**src/rtl/div_pkg.sv**
```systemverilog
// Shared types for the divider issue queue: default width, FSM state encoding
// and the operand-pair record held in the queue.
package div_pkg;

  localparam int DIV_WIDTH = 64;

  typedef enum logic [2:0] {
    S_IDLE      = 3'd0,
    S_ISSUE     = 3'd1,
    S_WAIT_CLR  = 3'd2,
    S_WAIT_DONE = 3'd3,
    S_HOLD      = 3'd4
  } div_state_t;

  typedef struct packed {
    logic [DIV_WIDTH-1:0] dividend;
    logic [DIV_WIDTH-1:0] divisor;
  } div_pair_t;

endpackage

```
**src/rtl/div_issue_queue_if.sv**
```systemverilog
// Bundle of the upstream, divider and downstream signals of div_issue_queue.
// Handshakes: a transfer happens on a rising edge where valid=1 and ready=1;
// valid may not depend on ready; div_valid is a one-cycle start pulse with no ready.
interface div_issue_queue_if #(
  parameter int WIDTH = div_pkg::DIV_WIDTH,
  parameter int DEPTH = 4
) ();

  localparam int CW = $clog2(DEPTH) + 1;

  logic             in_valid;
  logic             in_ready;
  logic [WIDTH-1:0] in_dividend;
  logic [WIDTH-1:0] in_divisor;
  logic             div_valid;
  logic [WIDTH-1:0] div_dividend;
  logic [WIDTH-1:0] div_divisor;
  logic             div_vld;
  logic [WIDTH-1:0] div_quotient;
  logic             out_valid;
  logic             out_ready;
  logic [WIDTH-1:0] out_quotient;
  logic             out_dbz;
  logic [CW-1:0]    count;

  modport master (
    output in_valid, in_dividend, in_divisor, div_vld, div_quotient, out_ready,
    input  in_ready, div_valid, div_dividend, div_divisor, out_valid, out_quotient,
           out_dbz, count
  );

  modport slave (
    input  in_valid, in_dividend, in_divisor, div_vld, div_quotient, out_ready,
    output in_ready, div_valid, div_dividend, div_divisor, out_valid, out_quotient,
           out_dbz, count
  );

endinterface

```
**src/rtl/div_op_fifo.sv**
```systemverilog
// Circular operand-pair queue; pointers wrap modulo DEPTH (a power of two).
// A push is never visible at the head in the same cycle it is written.
module div_op_fifo
  import div_pkg::*;
#(
  parameter int  DEPTH  = 4,
  parameter type pair_t = div_pair_t,
  localparam int CW     = $clog2(DEPTH) + 1
) (
  input  logic          clk,
  input  logic          arst,
  input  logic          i_push,
  input  logic          i_pop,
  input  pair_t         i_data,
  output logic          o_full,
  output logic          o_empty,
  output logic [CW-1:0] o_count,
  output pair_t         o_head
);

  localparam int AW = $clog2(DEPTH);

  pair_t         r_mem [DEPTH];
  logic [AW-1:0] r_wr_ptr;
  logic [AW-1:0] r_rd_ptr;
  logic [CW-1:0] r_count;
  logic          w_do_push;
  logic          w_do_pop;

  assign w_do_push = i_push && !o_full;
  assign w_do_pop  = i_pop && !o_empty;

  always_ff @(posedge clk or posedge arst) begin
    if (arst) begin
      r_wr_ptr <= '0;
      r_rd_ptr <= '0;
      r_count  <= '0;
    end else begin
      if (w_do_push) r_wr_ptr <= r_wr_ptr + AW'(1);
      if (w_do_pop)  r_rd_ptr <= r_rd_ptr + AW'(1);
      case ({w_do_push, w_do_pop})
        2'b10:   r_count <= r_count + CW'(1);
        2'b01:   r_count <= r_count - CW'(1);
        default: r_count <= r_count;
      endcase
    end
  end

  // Storage carries no reset: an entry is only read once the count covers it.
  always_ff @(posedge clk) begin
    if (w_do_push) r_mem[r_wr_ptr] <= i_data;
  end

  assign o_full  = (r_count == CW'(DEPTH));
  assign o_empty = (r_count == '0);
  assign o_count = r_count;
  assign o_head  = r_mem[r_rd_ptr];

endmodule

```
**src/rtl/div_issue_queue.sv**
```systemverilog
// Queues operand pairs and feeds them one at a time to an external divider,
// short-circuiting divide-by-zero and presenting each result until accepted.
module div_issue_queue
  import div_pkg::*;
#(
  parameter int WIDTH = DIV_WIDTH,
  parameter int DEPTH = 4
) (
  input  logic               clk,
  input  logic               arst,
  div_issue_queue_if.slave   bus,
  output div_state_t         o_state
);

  localparam int CW = $clog2(DEPTH) + 1;

  typedef struct packed {
    logic [WIDTH-1:0] dividend;
    logic [WIDTH-1:0] divisor;
  } pair_t;

  div_state_t       r_state;
  logic [WIDTH-1:0] r_div_dividend;
  logic [WIDTH-1:0] r_div_divisor;
  logic [WIDTH-1:0] r_quotient;
  logic             r_dbz;

  pair_t            w_in_pair;
  pair_t            w_head;
  logic             w_full;
  logic             w_empty;
  logic             w_push;
  logic             w_pop;
  logic             w_head_dbz;
  logic [CW-1:0]    w_count;

  assign w_in_pair  = '{dividend: bus.in_dividend, divisor: bus.in_divisor};
  assign w_push     = bus.in_valid && bus.in_ready;
  assign w_head_dbz = (w_head.divisor == '0);
  // The head leaves either as it is issued, or straight from IDLE when it is a divide-by-zero.
  assign w_pop      = (r_state == S_ISSUE) ||
                      ((r_state == S_IDLE) && !w_empty && w_head_dbz);

  div_op_fifo #(
    .DEPTH  (DEPTH),
    .pair_t (pair_t)
  ) u_fifo (
    .clk     (clk),
    .arst    (arst),
    .i_push  (w_push),
    .i_pop   (w_pop),
    .i_data  (w_in_pair),
    .o_full  (w_full),
    .o_empty (w_empty),
    .o_count (w_count),
    .o_head  (w_head)
  );

  always_ff @(posedge clk or posedge arst) begin
    if (arst) begin
      r_state        <= S_IDLE;
      r_div_dividend <= '0;
      r_div_divisor  <= '0;
      r_quotient     <= '0;
      r_dbz          <= 1'b0;
    end else begin
      case (r_state)
        S_IDLE: begin
          if (!w_empty) begin
            if (w_head_dbz) begin
              r_quotient <= '1;
              r_dbz      <= 1'b1;
              r_state    <= S_HOLD;
            end else begin
              r_div_dividend <= w_head.dividend;
              r_div_divisor  <= w_head.divisor;
              r_state        <= S_ISSUE;
            end
          end
        end
        S_ISSUE:     r_state <= S_WAIT_CLR;
        // A div_vld still high from the previous job must drop before a result is trusted.
        S_WAIT_CLR:  if (!bus.div_vld) r_state <= S_WAIT_DONE;
        S_WAIT_DONE: begin
          if (bus.div_vld) begin
            r_quotient <= bus.div_quotient;
            r_dbz      <= 1'b0;
            r_state    <= S_HOLD;
          end
        end
        S_HOLD:      if (bus.out_ready) r_state <= S_IDLE;
        default:     r_state <= S_IDLE;
      endcase
    end
  end

  assign bus.in_ready     = !arst && !w_full;
  assign bus.count        = w_count;
  assign bus.div_valid    = (r_state == S_ISSUE);
  assign bus.div_dividend = r_div_dividend;
  assign bus.div_divisor  = r_div_divisor;
  assign bus.out_valid    = (r_state == S_HOLD);
  assign bus.out_quotient = r_quotient;
  assign bus.out_dbz      = r_dbz;
  assign o_state          = r_state;

endmodule

```
**src/flat_wrapper.sv**
```systemverilog
// flat-port wrapper written by rule: the top's interface ports become plain ports
module div_issue_queue_flat import div_pkg::*;
#(
  parameter int WIDTH = DIV_WIDTH,
  parameter int DEPTH = 4
)
  (clk, arst, o_state, bus_in_valid, bus_in_dividend, bus_in_divisor, bus_div_vld, bus_div_quotient, bus_out_ready, bus_in_ready, bus_div_valid, bus_div_dividend, bus_div_divisor, bus_out_valid, bus_out_quotient, bus_out_dbz, bus_count);
  div_issue_queue_if #(.WIDTH(WIDTH), .DEPTH(DEPTH)) bus_i ();
  input  logic clk;
  input  logic arst;
  output div_state_t o_state;
  input wire logic [$bits(bus_i.in_valid)-1:0] bus_in_valid;
  input wire logic [$bits(bus_i.in_dividend)-1:0] bus_in_dividend;
  input wire logic [$bits(bus_i.in_divisor)-1:0] bus_in_divisor;
  input wire logic [$bits(bus_i.div_vld)-1:0] bus_div_vld;
  input wire logic [$bits(bus_i.div_quotient)-1:0] bus_div_quotient;
  input wire logic [$bits(bus_i.out_ready)-1:0] bus_out_ready;
  output wire logic [$bits(bus_i.in_ready)-1:0] bus_in_ready;
  output wire logic [$bits(bus_i.div_valid)-1:0] bus_div_valid;
  output wire logic [$bits(bus_i.div_dividend)-1:0] bus_div_dividend;
  output wire logic [$bits(bus_i.div_divisor)-1:0] bus_div_divisor;
  output wire logic [$bits(bus_i.out_valid)-1:0] bus_out_valid;
  output wire logic [$bits(bus_i.out_quotient)-1:0] bus_out_quotient;
  output wire logic [$bits(bus_i.out_dbz)-1:0] bus_out_dbz;
  output wire logic [$bits(bus_i.count)-1:0] bus_count;
  assign bus_i.in_valid = bus_in_valid;
  assign bus_i.in_dividend = bus_in_dividend;
  assign bus_i.in_divisor = bus_in_divisor;
  assign bus_i.div_vld = bus_div_vld;
  assign bus_i.div_quotient = bus_div_quotient;
  assign bus_i.out_ready = bus_out_ready;
  assign bus_in_ready = bus_i.in_ready;
  assign bus_div_valid = bus_i.div_valid;
  assign bus_div_dividend = bus_i.div_dividend;
  assign bus_div_divisor = bus_i.div_divisor;
  assign bus_out_valid = bus_i.out_valid;
  assign bus_out_quotient = bus_i.out_quotient;
  assign bus_out_dbz = bus_i.out_dbz;
  assign bus_count = bus_i.count;
  div_issue_queue #(.WIDTH(WIDTH), .DEPTH(DEPTH)) u_core (.clk(clk), .arst(arst), .bus(bus_i), .o_state(o_state));
endmodule
```
**config.mk**
```make
export PLATFORM = sky130hd
export DESIGN_NAME = div_issue_queue_flat
export DESIGN_NICKNAME = d
export VERILOG_FILES = /design/src/rtl/div_pkg.sv /design/src/rtl/div_issue_queue_if.sv /design/src/rtl/div_op_fifo.sv /design/src/rtl/div_issue_queue.sv /design/src/flat_wrapper.sv
export SDC_FILE = /design/constraint.sdc
export NUM_CORES = 1
export LEC_CHECK = 0
export CORE_UTILIZATION = 54
export CTS_CLUSTER_SIZE = 25
export DETAILED_ROUTE_END_ITERATION = 10
export GPL_TIMING_DRIVEN = 1
export PLACE_DENSITY_LB_ADDON = 0.15
export SYNTH_ARGS = -nofsm -noshare
export SYNTH_HDL_FRONTEND = slang
export SYNTH_SLANG_ARGS = --single-unit
```
**constraint.sdc**
```tcl
create_clock -name clk -period 7.6 [get_ports clk]
set_input_delay 1.14 -clock clk [delete_from_list [all_inputs] [get_ports clk]]
set_output_delay 1.14 -clock clk [all_outputs]
set_load 0.03 [all_outputs]
```
run_1/route_heat.png
(1.5 px per um) The die is cut into 23 by 23 equal tiles; black is low, pale yellow is high, scaled to the fullest tile. Values are wire area over tile area, all layers added.
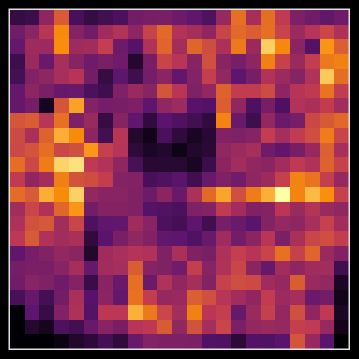
tiles over half the peak: 28%
nearly empty tiles: 1.1%
mean over tiles: 0.19

run_1/clock_nets.png
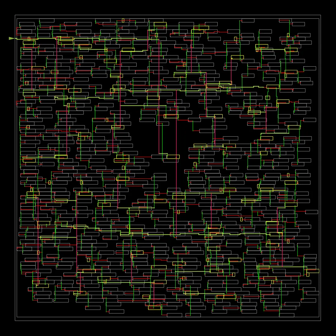
worst skew pair latency: 0.59 ns
Layout clock buffers: 103
seq_cells: 715

run_1/ff_map.png
(1.5 px per um) Other sequential cells in the stronger gray, the rest of the logic in the fainter gray.
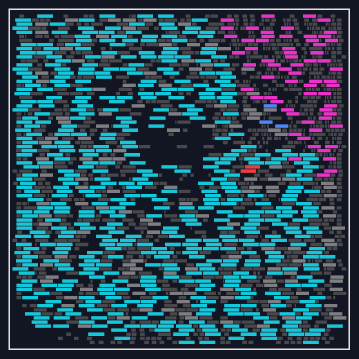
| color | name in the netlist | flops |
|---|---|---|
| magenta | u_core.bus.out_quotient | 64 |
| blue | u_core.o_state | 3 |
| cyan | u_core.u_fifo.r_mem | 512 |
| red | u_core.u_fifo.r_rd_ptr | 2 |
not colored: 134

## run 1: registers in the layout, indices dropped and copies added, names as in the netlist
| signal | count |
|---|---|
| u_core.bus.div_divisor | 64 |
| u_core.o_state | 3 |
| u_core.bus.out_dbz | 1 |
| u_core.u_fifo.o_count | 3 |
| u_core.u_fifo.r_wr_ptr | 2 |
| u_core.bus.div_dividend | 64 |
| u_core.bus.out_quotient | 64 |
| u_core.u_fifo.r_mem | 512 |
| u_core.u_fifo.r_rd_ptr | 2 |
## run 1: kinds of logic (layout without fill, tap and decap cells)
kind of cell,after synthesis,count (layout)
AND/OR/NAND/NOR,106,106
flip-flops,715,715
multiplexers,257,257
other,0,4
XOR/XNOR,6,6
buffers and inverters,80,558
AND-OR/OR-AND,135,135
adder cells (fa/ha/maj),6,6
==> flow_metrics.tcl, run 1 <==
# metrics dict for downstream scripts
set metrics [dict create \
    run_status "finished, final reports clean" \
    finalInstanceArea_um2 34000 \
    place_worst_setup_slack_ns 2.51 \
    async_flop_share_pct 28.4 \
    whs_ns 0.482 \
    power_uw 14600 \
    fin_nets 1928 \
    hold_violations 0 \
    antenna_found_initial 13 \
    max_slew.worst_pin.slew_ns 1.23 \
    use_met1_pct 31.6 \
    bufAreaShareNonClock_pct 12.3 \
    cpLargestDelayFamily "buffers and inverters" \
    finClkSkew_ns 0.0240 \
    p_clk_uw 3460 \
    area_leaders "edfxtp_1 (57%), dfrtp_1 (19%), mux4_2 (11%), mux2_4 (5.9%), o22ai_1 (1.5%)" \
    met2_usage_pct 37.0 \
    place.gp.congestion 0.763 \
    combGateArea_um2 6160 \
    setup_viol 0 \
    syn_area_um2 27000 \
    required_ns 8.07 \
    rows 81 \
    dp.cells 2314 \
    fmax_ghz 0.196 \
    path_cells "buf_4 > mux4_2 > nor4_1 > nand4_1 > nor4_4 > nor3b_2 > buf_4 > buf_4 > mux2_1" \
    largest_cell_class "flip-flops and latches" \
    ys_warn_count 0 \
    synth-edff-count 512 \
    slew_headroom_pct 18.0 \
    swShare_pct 33.0 \
    wl_met2_um 28900 \
    grt_pass1_wl_um 88200 \
    io_pins 399 \
    mux_area_share_pct 17.5 \
    postRouteAntennaNets 0 \
    seq_share_pct 60.2 \
    cts_tree "yes" \
]
## Run 2: what changed since run 1
CORE_UTILIZATION = 49   (was 54)
clock period = 4.55 ns   (was 7.6 ns; I/O delays follow)
run_2/clock_nets.png
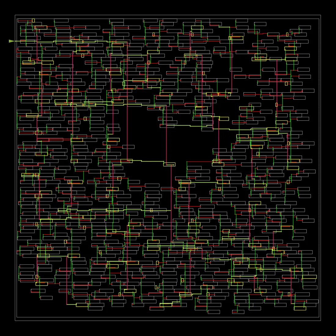
worst skew pair latency: 0.61 ns
Layout Skew: 0.0188 ns
number of buffers created by CTS: 75

run_2/m3.png
(2 px per um)
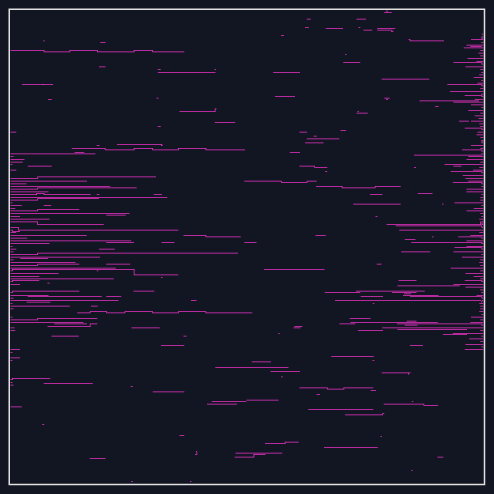
main direction: horizontal
nets with wire on the layer: 240
longest straight run: 100 um
routing usage on met3: 6.74%
total number of vias: 13800
final wirelength: 59900 um

==> run 2 against run 1 <==
- wire length up 1.8%
- worst hold slack got worse by 0.11 ns
- fmax is 27% higher
- total power up 71%
==> flow_metrics.tcl, run 2 <==
# metrics dict for downstream scripts
set metrics [dict create \
    run_status "finished, final reports clean" \
    wl_met2_um 29400 \
    mux_area_share_pct 17.5 \
    cpLargestDelayFamily "simple AND/OR/NAND/NOR gates" \
    required_ns 5.07 \
    largest-register "u_core.u_fifo.r_mem" \
    largest_register_ffs 512 \
    combGateArea_um2 6160 \
    io_pins 399 \
    dp.cells 2363 \
    finalInstanceArea_um2 34500 \
    hold_violations 0 \
    setup_viol 0 \
    path_cells "buf_4 > mux4_2 > nor4_1 > nand4_1 > nor4_4 > o21a_1 > ha_1 > inv_1 > fa_1 > xor2_1 > nor2_1 > xor2_1" \
    whs_ns 0.375 \
    grt_pass1_wl_um 90300 \
    ys_warn_count 0 \
    slew_headroom_pct 16.5 \
    postRouteAntennaNets 0 \
    fmax_ghz 0.249 \
    met2_usage_pct 34.3 \
    syn_area_um2 27000 \
]
-- run 2: cell counts after synthesis --
No cell type changed its count.
-- run 2: layout make-up --
class,count,area share [%]
flip-flops and latches,715,59.3
multi-input cells,510,17.9
repair buffers,432,12.8
clock buffers,105,6.27
well taps,696,2.52
clock inverters,35,1.19
inverters,10,0.120
diodes,3,0.0217
-- run 2: cells by family after synthesis --
| kind of cell | count (synthesis) |
|---|---|
| AND-OR/OR-AND | 135 |
| multiplexers | 257 |
| buffers and inverters | 80 |
| AND/OR/NAND/NOR | 106 |
| adder cells (fa/ha/maj) | 6 |
| XOR/XNOR | 6 |
| flip-flops | 715 |
-- run 2: power by group --
part           internal, uW  total, uW  switching (uW)
registers              8490       9370             887
clock network          3800       6270            2470
logic                  4550       9370            4820
total                 16800      25000            8180
## Run 3: what changed since run 2
CORE_UTILIZATION = 35   (was 49)
run_3/m3.png
(1.5 px per um)
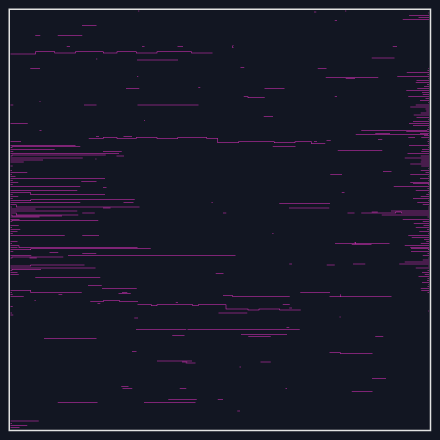
longest straight run: 111 um
main direction: horizontal
nets with wire on the layer: 223
share of all routed wire: 6.4%
wire length on this layer: 4170 um

run_3/ff_map.png
(1.5 px per um) Other sequential cells in the stronger gray, the rest of the logic in the fainter gray.
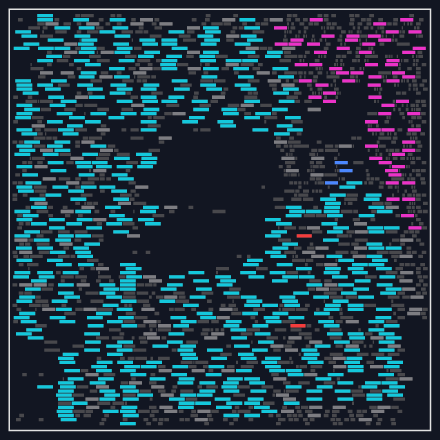
Util after Layout: 45.8%
Seq group: 9390 uW
FF+latch area: 20500 um2

==> run 3 against run 2 <==
- register-to-register slack barely moved
- cell count rose by 14%
- synthesized cell count did not move
- synthesized area did not move
- fmax barely moved
- sequential power barely moved
- worst hold slack improved by 0.11 ns
==> flow_metrics.tcl, run 3 <==
# metrics dict for downstream scripts
set metrics [dict create \
    run_status "finished, final reports clean" \
    io_pins 399 \
    ys_warn_count 0 \
    vias 13800 \
    setup_viol 0 \
    bufAreaShareNonClock_pct 12.8 \
    grt_pass1_wl_um 97100 \
    hold_violations 0 \
    slew_headroom_pct 14.2 \
    largest_cell_class "flip-flops and latches" \
    mux_area_share_pct 17.5 \
    p_comb_share_pct 37.9 \
    seq_share_pct 58.6 \
    tap_cells 1030 \
    largest_register_ffs 512 \
    wl_met2_um 31800 \
    n_all_buffers 436 \
    nNonClkInverters 10 \
    power.group.top "combinational cells" \
    met2_usage_pct 27.6 \
    flop-count 715 \
    internal_power_uw 16600 \
    cts_buffers 78 \
    grt_use_met3_pct 4.77 \
    combGateArea_um2 6160 \
    fmax_ghz 0.249 \
    p_comb_uw 9420 \
    largest-register "u_core.u_fifo.r_mem" \
    cts.repair.resized 0 \
    criticalPathCategory "flip-flop to flip-flop" \
    required_ns 5.08 \
    n_antenna_cell 2 \
    p_sw_uw 8310 \
    swShare_pct 33.4 \
    postRouteAntennaNets 0 \
    clock_area_share_pct 7.14 \
]
[run 3: netlist changes by cell type in the layout (fill, tap and decap cells not counted), sizes merged]
cell      change
bufinv        -6
diode         -1
buf           +4
inv           +1
clkbuf        +6
clkinv        +4
clkinvlp      -1
[run 3: critical path, stage by stage, from the launching register on]
cell and delay (ns):
dfrtp_4 0.58, buf_4 0.29, mux4_2 0.55, nor4_1 0.58, nand4_1 0.30, nor4_4 0.40, o21a_1 0.20, ha_1 0.18
inv_1 0.06, fa_1 0.37, xor2_1 0.15, nor2_1 0.11, xor2_1 0.15
[run 3: through the flow]
step | instance area, um2 | util [%]
after floorplan | 27000 | -
after global placement | 32400 | 42.5
after detailed placement | 32400 | 42.5
after CTS | 34900 | 45.8
after global routing | 34900 | 45.8
final | 34900 | 45.8

==> gallery <==
Cell sizes after repair.
image #1
(2 px per um)
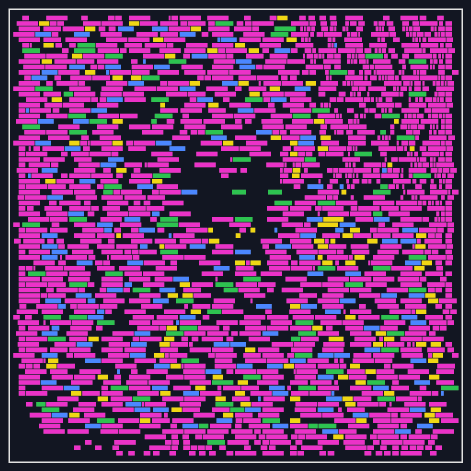
image #2
(1.5 px per um)
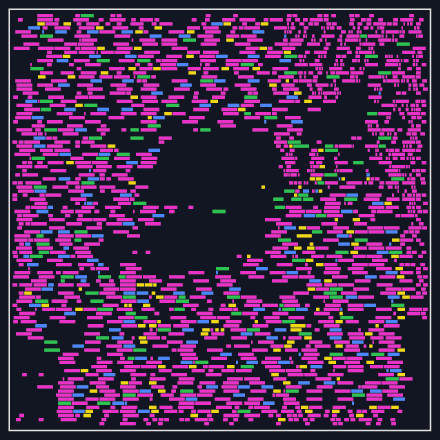
Of these, largest die: image #2
For run 3, see image #2.
For run 1, see image #1.

Key to image #1:
| color | size | cells | share | most used |
|---|---|---|---|---|
| green | x6 and larger | 96 | 5.4% | clkbuf_16 |
| yellow | x3 and x4 | 125 | 7.0% | mux2_4 |
| blue | x2 | 152 | 8.5% | mux4_2 |
| magenta | x1 and smaller | 1410 | 79% | edfxtp_1 |

Power is estimated from default activity; no workload was simulated.
